**src/rtl/acc_drain_quant.sv**
```systemverilog
// Drain stage for the 8-entry partial-sum accumulator.
// Reads every entry in ascending order through the accumulator's registered
// read port, rounds / shifts / optionally ReLUs / saturates each value to
// SIZE bits, and streams the results over a valid/ready interface through a
// 2-entry skid FIFO.
module acc_drain_quant #(
    parameter int SIZE              = 8,
    parameter int PARTIAL_SUM_WIDTH = 2 * SIZE + $clog2(SIZE),
    parameter int DEPTH             = 8,
    parameter int ADDR_W            = $clog2(DEPTH)
) (
    input  logic                         clk,
    input  logic                         rst_n,
    input  logic                         start,
    input  logic [4:0]                   shift_amt,
    input  logic                         relu_en,
    output logic                         Acc_Rd_en,
    output logic [ADDR_W-1:0]            Acc_Rd_Addr,
    input  logic [PARTIAL_SUM_WIDTH-1:0] Acc_Rd_Data,
    output logic                         out_valid,
    input  logic                         out_ready,
    output logic [SIZE-1:0]              out_data,
    output logic [ADDR_W-1:0]            out_addr,
    output logic                         busy,
    output logic                         done
);

    // One guard bit so the rounding add cannot overflow for in-range shifts.
    localparam int XW = PARTIAL_SUM_WIDTH + 1;

    localparam logic signed [XW-1:0] UMAX = XW'((1 << SIZE) - 1);
    localparam logic signed [XW-1:0] SMAX = XW'((1 << (SIZE - 1)) - 1);
    localparam logic signed [XW-1:0] SMIN = XW'(-(1 << (SIZE - 1)));

    typedef enum logic [1:0] {
        S_IDLE  = 2'd0,
        S_READ  = 2'd1,
        S_FLUSH = 2'd2,
        S_DONE  = 2'd3
    } state_t;

    // Round-half-up arithmetic shift, then ReLU/unsigned or signed saturate.
    // The rounding constant is formed at XW bits, so shifts beyond the word
    // simply add nothing and the shift collapses the value to 0 or -1.
    function automatic logic [SIZE-1:0] quantize(
        input logic [PARTIAL_SUM_WIDTH-1:0] x,
        input logic [4:0]                   s,
        input logic                         relu
    );
        logic signed [XW-1:0] xe;
        logic signed [XW-1:0] rnd;
        logic signed [XW-1:0] r;
        xe  = {x[PARTIAL_SUM_WIDTH-1], x};
        rnd = {{(XW - 1){1'b0}}, 1'b1} << (s - 5'd1);
        if (s == 5'd0) begin
            r = xe;
        end else begin
            r = (xe + rnd) >>> s;
        end
        if (relu) begin
            if (r[XW-1]) begin
                quantize = {SIZE{1'b0}};
            end else if (r > UMAX) begin
                quantize = {SIZE{1'b1}};
            end else begin
                quantize = r[SIZE-1:0];
            end
        end else begin
            if (r > SMAX) begin
                quantize = SMAX[SIZE-1:0];
            end else if (r < SMIN) begin
                quantize = SMIN[SIZE-1:0];
            end else begin
                quantize = r[SIZE-1:0];
            end
        end
    endfunction

    state_t              state_q;
    logic [ADDR_W-1:0]   rd_ptr_q;
    logic [4:0]          shift_q;
    logic                relu_q;
    logic                busy_q;
    logic                done_q;

    logic                inflight_q;
    logic [ADDR_W-1:0]   cap_addr_q;
    logic [SIZE-1:0]     fifo_data_q [2];
    logic [ADDR_W-1:0]   fifo_addr_q [2];
    logic                fifo_wr_q;
    logic                fifo_rd_q;
    logic [1:0]          fifo_cnt_q;

    logic                issue_s;
    logic                push_s;
    logic                pop_s;
    logic [2:0]          occ_s;
    logic [2:0]          lim_s;
    logic [SIZE-1:0]     quant_s;

    // Read issue: a slot freed by this cycle's pop may be reused at once,
    // which is what sustains one result per cycle with a 2-entry FIFO.
    always_comb begin
        occ_s   = 3'(fifo_cnt_q) + 3'(inflight_q);
        lim_s   = 3'd2 + 3'(pop_s);
        issue_s = 1'b0;
        if (state_q == S_READ) begin
            issue_s = (occ_s < lim_s);
        end else begin
            issue_s = 1'b0;
        end
    end

    assign push_s      = inflight_q;
    assign out_valid   = (fifo_cnt_q != 2'd0);
    assign pop_s       = out_valid & out_ready;
    assign quant_s     = quantize(Acc_Rd_Data, shift_q, relu_q);
    assign Acc_Rd_en   = issue_s;
    assign Acc_Rd_Addr = rd_ptr_q;
    assign out_data    = fifo_data_q[fifo_rd_q];
    assign out_addr    = fifo_addr_q[fifo_rd_q];
    assign busy        = busy_q;
    assign done        = done_q;

    // Drain sequencer: latches the quantizer settings, walks the read pointer
    // and produces busy and the single-cycle done pulse.
    always_ff @(posedge clk or negedge rst_n) begin
        if (!rst_n) begin
            state_q  <= S_IDLE;
            rd_ptr_q <= {ADDR_W{1'b0}};
            shift_q  <= 5'd0;
            relu_q   <= 1'b0;
            busy_q   <= 1'b0;
            done_q   <= 1'b0;
        end else begin
            done_q <= 1'b0;
            case (state_q)
                S_IDLE: begin
                    if (start) begin
                        shift_q  <= shift_amt;
                        relu_q   <= relu_en;
                        rd_ptr_q <= {ADDR_W{1'b0}};
                        busy_q   <= 1'b1;
                        state_q  <= S_READ;
                    end
                end
                S_READ: begin
                    if (issue_s) begin
                        if (rd_ptr_q == ADDR_W'(DEPTH - 1)) begin
                            state_q <= S_FLUSH;
                        end else begin
                            rd_ptr_q <= rd_ptr_q + {{(ADDR_W - 1){1'b0}}, 1'b1};
                        end
                    end
                end
                S_FLUSH: begin
                    if (!inflight_q && (fifo_cnt_q == 2'd0)) begin
                        done_q  <= 1'b1;
                        busy_q  <= 1'b0;
                        state_q <= S_DONE;
                    end
                end
                S_DONE: begin
                    rd_ptr_q <= {ADDR_W{1'b0}};
                    state_q  <= S_IDLE;
                end
                default: begin
                    busy_q  <= 1'b0;
                    state_q <= S_IDLE;
                end
            endcase
        end
    end

    // Capture of landing read data and the 2-entry result FIFO.
    always_ff @(posedge clk or negedge rst_n) begin
        if (!rst_n) begin
            inflight_q     <= 1'b0;
            cap_addr_q     <= {ADDR_W{1'b0}};
            fifo_data_q[0] <= {SIZE{1'b0}};
            fifo_data_q[1] <= {SIZE{1'b0}};
            fifo_addr_q[0] <= {ADDR_W{1'b0}};
            fifo_addr_q[1] <= {ADDR_W{1'b0}};
            fifo_wr_q      <= 1'b0;
            fifo_rd_q      <= 1'b0;
            fifo_cnt_q     <= 2'd0;
        end else begin
            inflight_q <= issue_s;
            if (issue_s) begin
                cap_addr_q <= rd_ptr_q;
            end
            if (push_s) begin
                fifo_data_q[fifo_wr_q] <= quant_s;
                fifo_addr_q[fifo_wr_q] <= cap_addr_q;
                fifo_wr_q              <= ~fifo_wr_q;
            end
            if (pop_s) begin
                fifo_rd_q <= ~fifo_rd_q;
            end
            case ({push_s, pop_s})
                2'b10:   fifo_cnt_q <= fifo_cnt_q + 2'd1;
                2'b01:   fifo_cnt_q <= fifo_cnt_q - 2'd1;
                default: fifo_cnt_q <= fifo_cnt_q;
            endcase
        end
    end

endmodule

```
**config.mk**
```make
export PLATFORM = sky130hd
export DESIGN_NAME = acc_drain_quant
export DESIGN_NICKNAME = d
export VERILOG_FILES = /design/src/rtl/acc_drain_quant.sv
export SDC_FILE = /design/constraint.sdc
export NUM_CORES = 1
export LEC_CHECK = 0
export CAP_MARGIN = 20
export CORE_ASPECT_RATIO = 1.5
export CORE_MARGIN = 2
export CORE_UTILIZATION = 45
export CTS_CLUSTER_SIZE = 20
export DETAILED_ROUTE_END_ITERATION = 12
export DONT_BUFFER_PORTS = 1
export MAX_ROUTING_LAYER = met4
export PLACE_DENSITY_LB_ADDON = 0.25
export SETUP_SLACK_MARGIN = 0.1
export SLEW_MARGIN = 20
export SYNTH_ARGS = -nofsm -noshare
export SYNTH_HDL_FRONTEND = slang
export SYNTH_SLANG_ARGS = --single-unit
```
**constraint.sdc**
```tcl
create_clock -name clk -period 11.9 [get_ports clk]
set_input_delay 1.785 -clock clk [delete_from_list [all_inputs] [get_ports clk]]
set_output_delay 1.785 -clock clk [all_outputs]
set_load 0.02 [all_outputs]
```
Fig. 1: where the registers sit
Bar = 20 um. Other sequential cells in the stronger grey, the rest of the logic in the fainter grey.
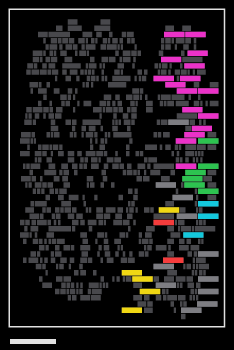
Key: `cap_addr_q` = cyan [sequential cells 3]; `fifo_addr_q` = green [sequential cells 6, where east]; `fifo_data_q` = magenta [sequential cells 16, where north-east]; `shift_q` = yellow [sequential cells 5]; `fifo_cnt_q` = red [sequential cells 2]

Fig. 2: metal 3
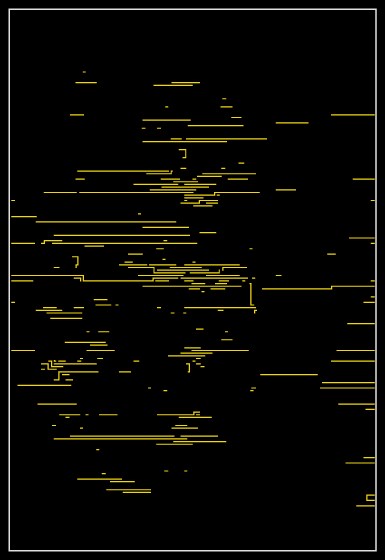
The wires run mostly horizontal. The longest straight run is 36.6 um. The layer holds 6.3% of the routed length. The layer carries 1220 um of wire. 120 nets have wire on it.

==> results.txt <==
Main metrics from the flow reports.

The run finished with clean final reports. The parity-gate share of the synthesized area counting xor and xnor cells is 2.80%. The CTS buffer count came out at 5.

During I/O placement, the number of pins put on the boundary was about 47. The post-synth design cell area is 0.00532 sq mm. By startpoint and endpoint, the worst setup path is classified as register to register.

The antenna diode instance count is 0. The synthesis area per yosys is 0.00532 sq mm. The count of clock tree sinks came out at 43.

Nets still carrying antenna violations after routing amount to 0. The number of DRC markers after the initial detailed-route iteration came out at 625. In the final layout, the registers with the most flip-flops are fifo_data_q (16), fifo_addr_q (6), shift_q (5).

Note that the worst hold path type here is register to register. The number of synthesis warnings came out at 0. The fraction of post-synthesis cell area in the top cell type by area came out at 20.2%. The post-route worst hold slack is 0.473 ns.

The ratio of routed vias to standard cells is 6.93. The final layout contains 712 nets. Total global-route track usage over all layers is 31.1%. The placement stage leaves a total instance area of between 0.005 and 0.006 sq mm. The register with the most flip-flops in the layout has 16 of them. The slew of the pin with the lowest slew margin is 1.14 ns. STA classifies the critical path endpoint as a register. The net count of the mapped netlist is 738.

The total overflow reported by the global router came out at 0. The post-cts hold-fix buffer tally came out at 0. The slew check shows that the tightest pin keeps a relative margin of 23.8%. The internal reg-to-reg setup slack came out at approximately 5.6 ns. The proportion of register bits with asynchronous set or reset after synthesis came out at 100%. The final tally of max-slew violations is 0. The maximum number of pins on one net before global-route repair came out at 44. The placement summary gives the final routability congestion estimate as 1.07.

In the synthesized netlist, the dominant kind of combinational cell is AND-OR/OR-AND gates. The synthesized netlist devotes 6.97% of its cell area to adder and majority cells. The initial core utilization is between 40 and 50%. The post-route netlist has 11.9% of its cells at a drive strength greater than 1.

Summing the areas of all and, or, nand and nor instances in the mapped netlist gives 25.3% of the synthesized area. The count of unique library cells instantiated by Yosys came out at around 90. The buffer cell driving the clock tree root is clkbuf_16. The number of cells in the design after placement is roughly 800. TritonCTS built the clock tree. The biggest area consumer among synthesized cells is dfrtp_1. Across the routed clock network, the largest skew measured is 0.00531 ns. The horizontal extent of the die is 92.7 um.

The library cell used most frequently in the layout, excluding fill and tap cells, is nand2_1. By instance count, the leading cell after synthesis is nand2_1. The die extent in y came out at 137 um. The final critical-path share of the clock period came out at 52.6%.

The routed via count came out at 5577. The max-capacitance violation count is 0. The share of synthesized area occupied by flip-flops and latches is 20.2%. The worst endpoint data arrival time is 6.40 ns. The overall routed net length came out at 19.2 mm. The reported leakage power is 0.00220 uW.
Fig. 3: metal 2
Bar = 20 um.
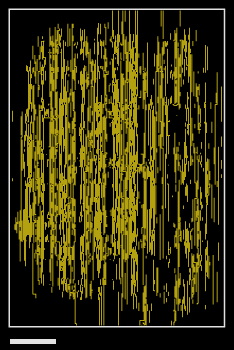
The layer carries 9750 um of wire. The longest straight run is 51.0 um.

Fig. 4: routing congestion map
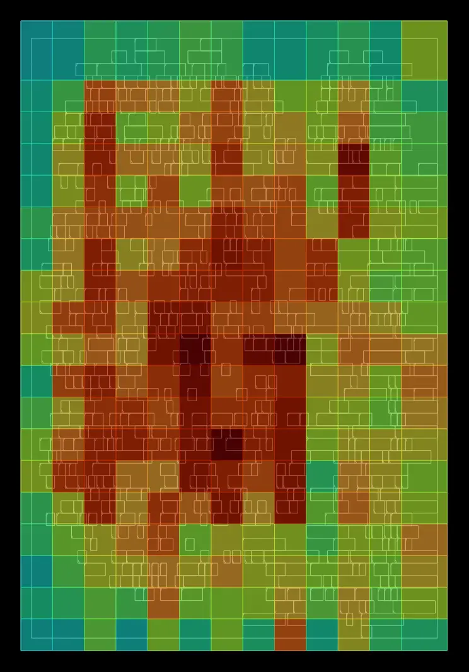
global routing's busiest layer: met2
share of the core filled with cells in the final layout: 48.0%
WL/cell: 23.9 um
GR met1 Demand/Resource: 33.7%

## area by class of cell
class                           count  area [sq um]
Clock buffer                        8           156
Inverter                           17          63.8
Tap cell                          150           188
Sequential cell                    43          1080
Multi-Input combinational cell    579          3990
Fill cell                        1183          6000
Timing Repair Buffer                8          60.1
## final timing paths
| check | depth (start not counted) | endpoint | start |
|---|---|---|---|
| hold / removal | 2 | fifo_data_q[1] | fifo_data_q[1] |
| max in group asynchronous | 0 | fifo_wr_q | rst_n |
| min in group asynchronous | 0 | done | rst_n |
| setup reg to reg | 16 | fifo_data_q[11] | shift_q[1] |
| setup / recovery | 16 | fifo_data_q[11] | shift_q[1] |
| hold reg to reg | 2 | fifo_data_q[1] | fifo_data_q[1] |
## report_power, final
group | leakage (uW) | internal (uW) | switching (uW)
registers | 0.000532 | 214 | 65.8
logic | 0.00159 | 408 | 750
clock network | 0.0000772 | 89.3 | 53.0
total | 0.00220 | 711 | 869
## metrics by stage
stage / util [%] / setup WS, ns
after floorplan: - / 6.76
after global placement: 46.6 / 5.73
after detailed placement: 46.6 / 5.75
after CTS: 48.0 / 5.84
after global routing: 48.0 / 5.32
final: 48.0 / 5.64
## critical path, stage by stage (launching register included)
cell	delay [ns]
dfrtp_1	0.32
buf_4	0.33
clkinv_1	0.57
nand2_1	0.43
nor2_1	0.09
ha_1	0.44
a21oi_1	0.18
o21ai_1	0.34
a21oi_1	0.17
and2_1	0.23
a211oi_2	0.96
o21ai_1	0.35
o31ai_1	0.58
o211ai_1	0.19
or4_4	0.50
o211ai_2	0.28
o311ai_2	0.15
## routing by layer
metal,GRT usage (%),vias to the layer above,part of all wire (%)
met5,-,-,0
met4,19.0,0,6.5
met3,2.97,89,6.3
met2,54.9,284,51
met1,33.7,2656,36
li1,-,2548,-
Power figures rest on the tool's default switching activity, not on a simulated workload.
